**config.mk**
```make
export PLATFORM = sky130hd
export DESIGN_NAME = axi_stream_dw_downsizer_keep_flat
export DESIGN_NICKNAME = d
export VERILOG_FILES = /design/src/rtl/axi_stream_dw_downsizer_keep_if.sv /design/src/rtl/axi_stream_dw_downsizer_keep.sv /design/src/flat_wrapper.sv
export SDC_FILE = /design/constraint.sdc
export NUM_CORES = 1
export LEC_CHECK = 0
export CELL_PAD_IN_SITES_DETAIL_PLACEMENT = 1
export CELL_PAD_IN_SITES_GLOBAL_PLACEMENT = 1
export CORE_MARGIN = 2
export CORE_UTILIZATION = 38
export DETAILED_ROUTE_END_ITERATION = 7
export GPL_ROUTABILITY_DRIVEN = 1
export PLACE_DENSITY_LB_ADDON = 0.1
export SLEW_MARGIN = 15
export SYNTH_ARGS = -nofsm -noshare
export SYNTH_HDL_FRONTEND = slang
export SYNTH_SLANG_ARGS = --single-unit
```
**constraint.sdc**
```tcl
create_clock -name clk_i -period 2.6 [get_ports clk_i]
set_clock_uncertainty 0.15 [all_clocks]
set_input_delay 0.52 -clock clk_i [delete_from_list [all_inputs] [get_ports clk_i]]
set_output_delay 0.52 -clock clk_i [all_outputs]
set_load 0.05 [all_outputs]
```
**src/rtl/axi_stream_dw_downsizer_keep_if.sv**
```systemverilog
// AXI-Stream bundle for axi_stream_dw_downsizer_keep.
// Width parameters must match the downsizer side it connects to.
interface axi_stream_dw_downsizer_keep_if #(
  parameter int DataWidth = 32,
  parameter int IdWidth   = 1,
  parameter int DestWidth = 1,
  parameter int UserWidth = 1
);
  logic                   tvalid;
  logic                   tready;
  logic [DataWidth-1:0]   tdata;
  logic [DataWidth/8-1:0] tkeep;
  logic [DataWidth/8-1:0] tstrb;
  logic                   tlast;
  logic [IdWidth-1:0]     tid;
  logic [DestWidth-1:0]   tdest;
  logic [UserWidth-1:0]   tuser;

  modport master (
    output tvalid, tdata, tkeep, tstrb,
    output tlast, tid, tdest, tuser,
    input  tready
  );

  modport slave (
    input  tvalid, tdata, tkeep, tstrb,
    input  tlast, tid, tdest, tuser,
    output tready
  );
endinterface

```
**src/rtl/axi_stream_dw_downsizer_keep.sv**
```systemverilog
// N:1 AXI-Stream width downsizer, one-beat buffer, full throughput.
// Define AXIS_DWD_NULL_SKIP_EN to skip lanes whose keep slice is all zero.
module axi_stream_dw_downsizer_keep #(
  parameter int DataWidthIn  = 32,
  parameter int DataWidthOut = 8,
  parameter int IdWidth      = 1,
  parameter int DestWidth    = 1,
  parameter int UserWidth    = 1,
  parameter bit MsbFirst     = 1'b0
) (
  input  logic clk_i,
  input  logic rst_i,
  axi_stream_dw_downsizer_keep_if.slave  in,
  axi_stream_dw_downsizer_keep_if.master out
);
  localparam int Ratio = DataWidthIn / DataWidthOut;
  localparam int KwIn  = DataWidthIn / 8;
  localparam int KwOut = DataWidthOut / 8;
  localparam int CW    = (Ratio > 1) ? $clog2(Ratio) : 1;

  if (DataWidthIn % DataWidthOut != 0) begin : g_err_div
    $error("DataWidthIn must be a multiple of DataWidthOut");
  end
  if (Ratio < 2) begin : g_err_ratio
    $error("Ratio must be at least 2");
  end
  if (DataWidthOut % 8 != 0) begin : g_err_byte
    $error("DataWidthOut must be a multiple of 8");
  end

  logic [DataWidthIn-1:0] r_data;
  logic [KwIn-1:0]        r_keep;
  logic [KwIn-1:0]        r_strb;
  logic                   r_last;
  logic [IdWidth-1:0]     r_id;
  logic [DestWidth-1:0]   r_dest;
  logic [UserWidth-1:0]   r_user;
  logic                   r_valid;
  logic [CW-1:0]          r_lane;

  logic [CW-1:0] w_phys;
  logic [CW-1:0] w_first_in;
  logic [CW-1:0] w_next;
  logic          w_final;
  logic          w_drop;
  logic          w_hs;
  logic          w_load;

  // r_lane counts position in emit order; w_phys is the bit lane.
  assign w_phys = MsbFirst ? (CW'(Ratio - 1) - r_lane) : r_lane;

`ifdef AXIS_DWD_NULL_SKIP_EN
  logic [Ratio-1:0] w_nn_buf;
  logic [Ratio-1:0] w_nn_in;

  for (genvar p = 0; p < Ratio; p++) begin : g_nn
    localparam int Ph = MsbFirst ? (Ratio - 1 - p) : p;
    assign w_nn_buf[p] = |r_keep[Ph*KwOut +: KwOut];
    assign w_nn_in[p]  = |in.tkeep[Ph*KwOut +: KwOut];
  end
`endif

  always_comb begin
    w_first_in = '0;
    w_next     = r_lane + CW'(1);
    w_final    = (r_lane == CW'(Ratio - 1));
    w_drop     = 1'b0;
`ifdef AXIS_DWD_NULL_SKIP_EN
    w_next  = r_lane;
    w_final = 1'b1;
    // Descending scan so the lowest qualifying position wins.
    for (int p = Ratio - 1; p >= 0; p--) begin
      if (w_nn_in[p]) begin
        w_first_in = CW'(p);
      end
      if (w_nn_buf[p] && (p > int'(r_lane))) begin
        w_next  = CW'(p);
        w_final = 1'b0;
      end
    end
    w_drop = r_valid && !(|w_nn_buf) && !r_last;
`endif
  end

  assign w_hs   = out.tvalid && out.tready;
  assign w_load = in.tvalid && in.tready;

  assign in.tready  = !r_valid || w_drop ||
                      (w_hs && w_final);
  assign out.tvalid = r_valid && !w_drop;
  assign out.tdata  = r_data[w_phys*DataWidthOut +: DataWidthOut];
  assign out.tkeep  = r_keep[w_phys*KwOut +: KwOut];
  assign out.tstrb  = r_strb[w_phys*KwOut +: KwOut];
  assign out.tlast  = r_last && w_final;
  assign out.tid    = r_id;
  assign out.tdest  = r_dest;
  assign out.tuser  = r_user;

  always_ff @(posedge clk_i) begin
    if (rst_i) begin
      r_data  <= '0;
      r_keep  <= '0;
      r_strb  <= '0;
      r_last  <= 1'b0;
      r_id    <= '0;
      r_dest  <= '0;
      r_user  <= '0;
      r_valid <= 1'b0;
      r_lane  <= '0;
    end else if (w_load) begin
      r_data  <= in.tdata;
      r_keep  <= in.tkeep;
      r_strb  <= in.tstrb;
      r_last  <= in.tlast;
      r_id    <= in.tid;
      r_dest  <= in.tdest;
      r_user  <= in.tuser;
      r_valid <= 1'b1;
      r_lane  <= w_first_in;
    end else if ((w_hs && w_final) || w_drop) begin
      r_valid <= 1'b0;
      r_lane  <= '0;
    end else if (w_hs) begin
      r_lane  <= w_next;
    end
  end
endmodule

```
**src/flat_wrapper.sv**
```systemverilog
// flat-port wrapper written by rule: the top's interface ports become plain ports
module axi_stream_dw_downsizer_keep_flat 
#(
  parameter int DataWidthIn  = 32,
  parameter int DataWidthOut = 8,
  parameter int IdWidth      = 1,
  parameter int DestWidth    = 1,
  parameter int UserWidth    = 1,
  parameter bit MsbFirst     = 1'b0
)
  (clk_i, rst_i, in_tvalid, in_tdata, in_tkeep, in_tstrb, in_tlast, in_tid, in_tdest, in_tuser, in_tready, out_tvalid, out_tdata, out_tkeep, out_tstrb, out_tlast, out_tid, out_tdest, out_tuser, out_tready);
  axi_stream_dw_downsizer_keep_if #(.DataWidth(32), .IdWidth(IdWidth), .DestWidth(DestWidth), .UserWidth(UserWidth)) in_i ();
  axi_stream_dw_downsizer_keep_if #(.DataWidth(8), .IdWidth(IdWidth), .DestWidth(DestWidth), .UserWidth(UserWidth)) out_i ();
  input  logic clk_i;
  input  logic rst_i;
  input wire logic [$bits(in_i.tvalid)-1:0] in_tvalid;
  input wire logic [$bits(in_i.tdata)-1:0] in_tdata;
  input wire logic [$bits(in_i.tkeep)-1:0] in_tkeep;
  input wire logic [$bits(in_i.tstrb)-1:0] in_tstrb;
  input wire logic [$bits(in_i.tlast)-1:0] in_tlast;
  input wire logic [$bits(in_i.tid)-1:0] in_tid;
  input wire logic [$bits(in_i.tdest)-1:0] in_tdest;
  input wire logic [$bits(in_i.tuser)-1:0] in_tuser;
  output wire logic [$bits(in_i.tready)-1:0] in_tready;
  output wire logic [$bits(out_i.tvalid)-1:0] out_tvalid;
  output wire logic [$bits(out_i.tdata)-1:0] out_tdata;
  output wire logic [$bits(out_i.tkeep)-1:0] out_tkeep;
  output wire logic [$bits(out_i.tstrb)-1:0] out_tstrb;
  output wire logic [$bits(out_i.tlast)-1:0] out_tlast;
  output wire logic [$bits(out_i.tid)-1:0] out_tid;
  output wire logic [$bits(out_i.tdest)-1:0] out_tdest;
  output wire logic [$bits(out_i.tuser)-1:0] out_tuser;
  input wire logic [$bits(out_i.tready)-1:0] out_tready;
  assign in_i.tvalid = in_tvalid;
  assign in_i.tdata = in_tdata;
  assign in_i.tkeep = in_tkeep;
  assign in_i.tstrb = in_tstrb;
  assign in_i.tlast = in_tlast;
  assign in_i.tid = in_tid;
  assign in_i.tdest = in_tdest;
  assign in_i.tuser = in_tuser;
  assign in_tready = in_i.tready;
  assign out_tvalid = out_i.tvalid;
  assign out_tdata = out_i.tdata;
  assign out_tkeep = out_i.tkeep;
  assign out_tstrb = out_i.tstrb;
  assign out_tlast = out_i.tlast;
  assign out_tid = out_i.tid;
  assign out_tdest = out_i.tdest;
  assign out_tuser = out_i.tuser;
  assign out_i.tready = out_tready;
  axi_stream_dw_downsizer_keep #(.DataWidthIn(DataWidthIn), .DataWidthOut(DataWidthOut), .IdWidth(IdWidth), .DestWidth(DestWidth), .UserWidth(UserWidth), .MsbFirst(MsbFirst)) u_core (.clk_i(clk_i), .rst_i(rst_i), .in(in_i), .out(out_i));
endmodule
```
==> results.json <==
{
  "regArea_um2": 941,
  "die_w_um": 83.7,
  "rr_worst_depth": 5,
  "cpMaxStageDelayCell": "dfxtp_1",
  "drt-initial-drc-count": 94,
  "critical_path_arrival_ns": 1.57,
  "adder_share_pct": 0.519,
  "syn_inst": 220,
  "n_all_buffers": 68,
  "rsz0062_at_grt": "false",
  "rows": 29,
  "vias": 1656,
  "hpwl_um": 3350,
  "ir_drop_uv": 270,
  "ys_ff": 47,
  "hold_viol": 0,
  "non_clock_buffer_area_share_pct": 21.8,
  "final_antenna_net_count": 0,
  "internal_power_mw": 1.15,
  "layout_top_cell": "nand2b_1",
  "powerDensity_nw_per_um2": 500,
  "mux_area_share_pct": 28.0,
  "reg.largest.list": "u_core.r_data (32), u_core.r_keep (4), u_core.r_strb (4)",
  "fp_nets": 269,
  "combGateArea_um2": 1320,
  "clockBufferDepth": 2,
  "edf_count": 0,
  "grt_pass1_vias": 1720,
  "clk_pin_slew_worst_paths_ns": 0.08,
  "comb_power_share_pct": 21.2,
  "ys_types": 18,
  "most_common_cell": "nand2b_1",
  "finalClockPeriodUsage_pct": 86.1,
  "path_cells": "buf_4 -> mux4_2 -> buf_4",
  "holdPathStages": 2,
  "cts_tree": "built",
  "ioPinCount": 64,
  "grt_util_all_layers_pct": 14.5,
  "synth_seq_share_pct": 39.0,
  "wl_per_cell_um": 13.8,
  "power_frac_seq_pct": 50.4,
  "slew_violations": 0,
  "nets": 327,
  "clock_area_share_pct": 2.80,
  "post-cts-setup-buffers": 0,
  "die_h_um": 83.7,
  "r2r_setup_slack_ns": 0.74,
  "port_buffers": 63,
  "synthAoiAreaFrac_pct": 0.675,
  "cpMostUsedCell": "buf_4",
  "cp_num_buf_inv": 2,
  "p_comb_mw": 0.332,
  "synth-xor-area-share_pct": 0,
  "syn_area_um2": 2410,
  "antenna_found_initial": 0,
  "ys_cells": 220,
  "regMostFlops": "u_core.r_data",
  "synth_async_sr_flop_share_pct": 0,
  "syn_area_per_cell_um2": 11.0,
  "synth.cells.most_frequent": "nand2b_1 (88), dfxtp_1 (47), mux2i_1 (45), mux4_2 (10), clkbuf_1 (9)",
  "maxCapViolCount": 0,
  "taps": 77,
  "status": "completed",
  "largest_register_ffs": 32,
  "num-fill-cells": 689,
  "hold_end": "u_core.r_keep[1]$_SDFFE_PP0P_",
  "diodes": 0,
  "fp-utilization_pct": 38.6,
  "seq_area_share_pct": 30.0,
  "yosys_area_um2": 2410,
  "startpoint": "u_core.r_lane[1]$_SDFFE_PP0P_",
  "largest_class": "logic gates",
  "yosysWarnings": 0,
  "ctsResizeCount": 0,
  "inverters": 1,
  "grt_max_degree": 92,
  "crit_family": "flip-flops"
}
## worst reg2reg max path: stages (launching register included)
cell	delay [ns]
dfxtp_1	0.50
ha_1	0.29
a21boi_2	0.11
nor2b_4	0.13
buf_12	0.29
mux2i_1	0.31
## metrics by stage
step                      area [um^2]  utilization [%]  instances  hold slack (ns)  setup slack, ns
final                            3130             50.2        355            0.324            0.362
after global routing             3130             50.2        355            0.346            0.282
after floorplan                  2410                -        220            0.294            0.644
after global placement           3040             48.8        348            0.307            0.470
after detailed placement         3040             48.8        348            0.313            0.454
after CTS                        3130             50.2        355            0.329            0.313
## layer usage
layer,global-route usage (%),wire length (um),up-vias,share of wire [%]
met1,19.3,2380,772,49
met5,0,0,-,0
met3,4.85,220,2,4.5
li1,-,-,845,-
met2,22.8,2270,37,46
met4,3.52,23,0,0.47
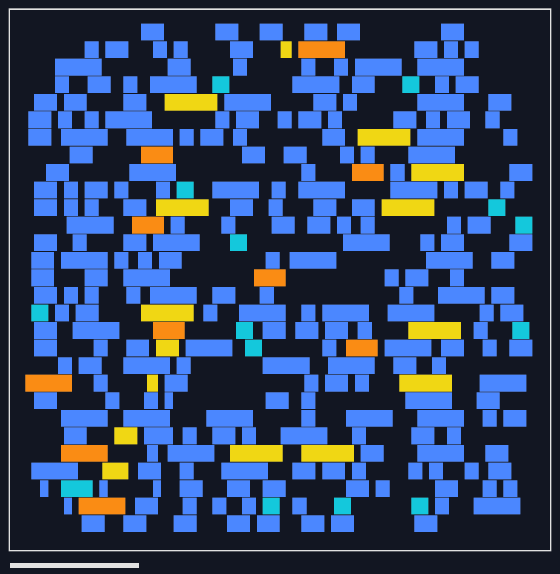
Figure 1: cell sizes after repair.
The bar under the picture is 20 um long.
[_0 and _1 cells] blue | cells: 239 | share: 86% | most used: nand2b_1
[_6 and larger] orange | cells: 10 | share: 3.6% | most used: clkbuf_8
[_3 and _4 cells] cyan | cells: 14 | share: 5.0% | most used: buf_4
[_2 cells] yellow | cells: 15 | share: 5.4% | most used: mux4_2
PnR worst setup slack: 0.362 ns
Final Cell Area: 3130 um^2

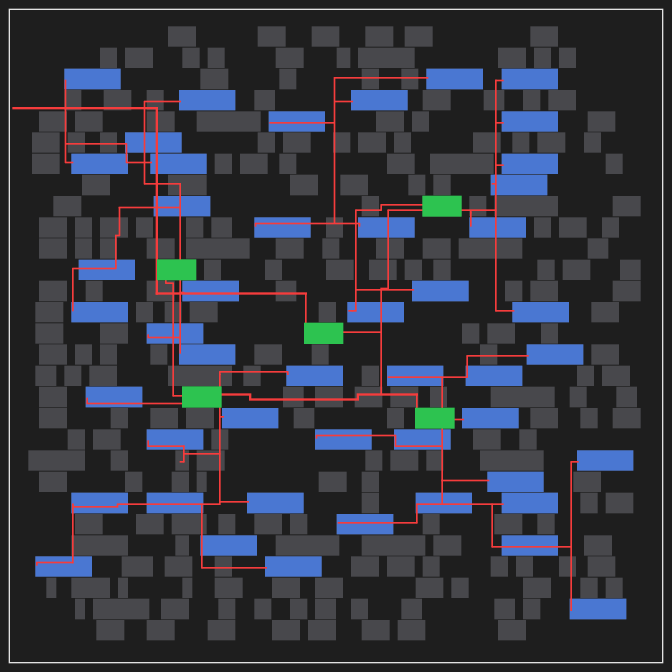
Figure 2: clock network drawn from the DEF.
[flip-flops] blue | count: 47
[clock drivers] green | count: 5
[clock wires] red | length: 618 um
routed clock nets: 6
P_clk: 0.445 mW
clk_lat worst skew: 0.29 ns
Clock Power Share: 28.4%

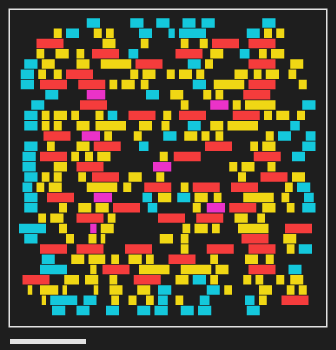
Figure 3: placed cells, one colour a class.
The bar under the picture is 20 um long.
[sequential cells] red | cells: 47
[remaining buffers and delay cells] cyan | cells: 68
[clock drivers and dummy loads] magenta | cells: 7
[combinational and other logic] yellow | cells: 156

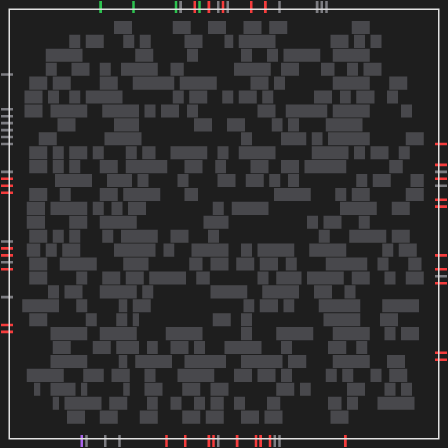
Figure 4: pin map.
Pins as bars across the die edge, other pins in grey.
[in_tkeep] green | pins: 4 | direction: input | edge: top
[in_tvalid] purple | pins: 1 | direction: input | edge: bottom
[in_tdata] red | pins: 32 | direction: input | edge: 10 right, 9 bottom, 8 left, 5 top
all pins by edge: 19 left, 16 top, 16 bottom, 13 right

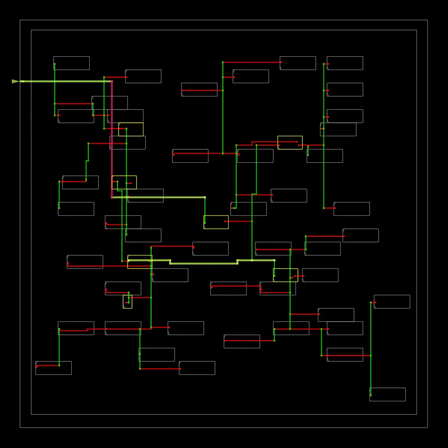
Figure 5: the clock network.
clock buf count: 6
clk sink count: 47
CTS buffer count: 5
flop count: 47

No activity file was given, so power comes from the tool's default toggle rates.
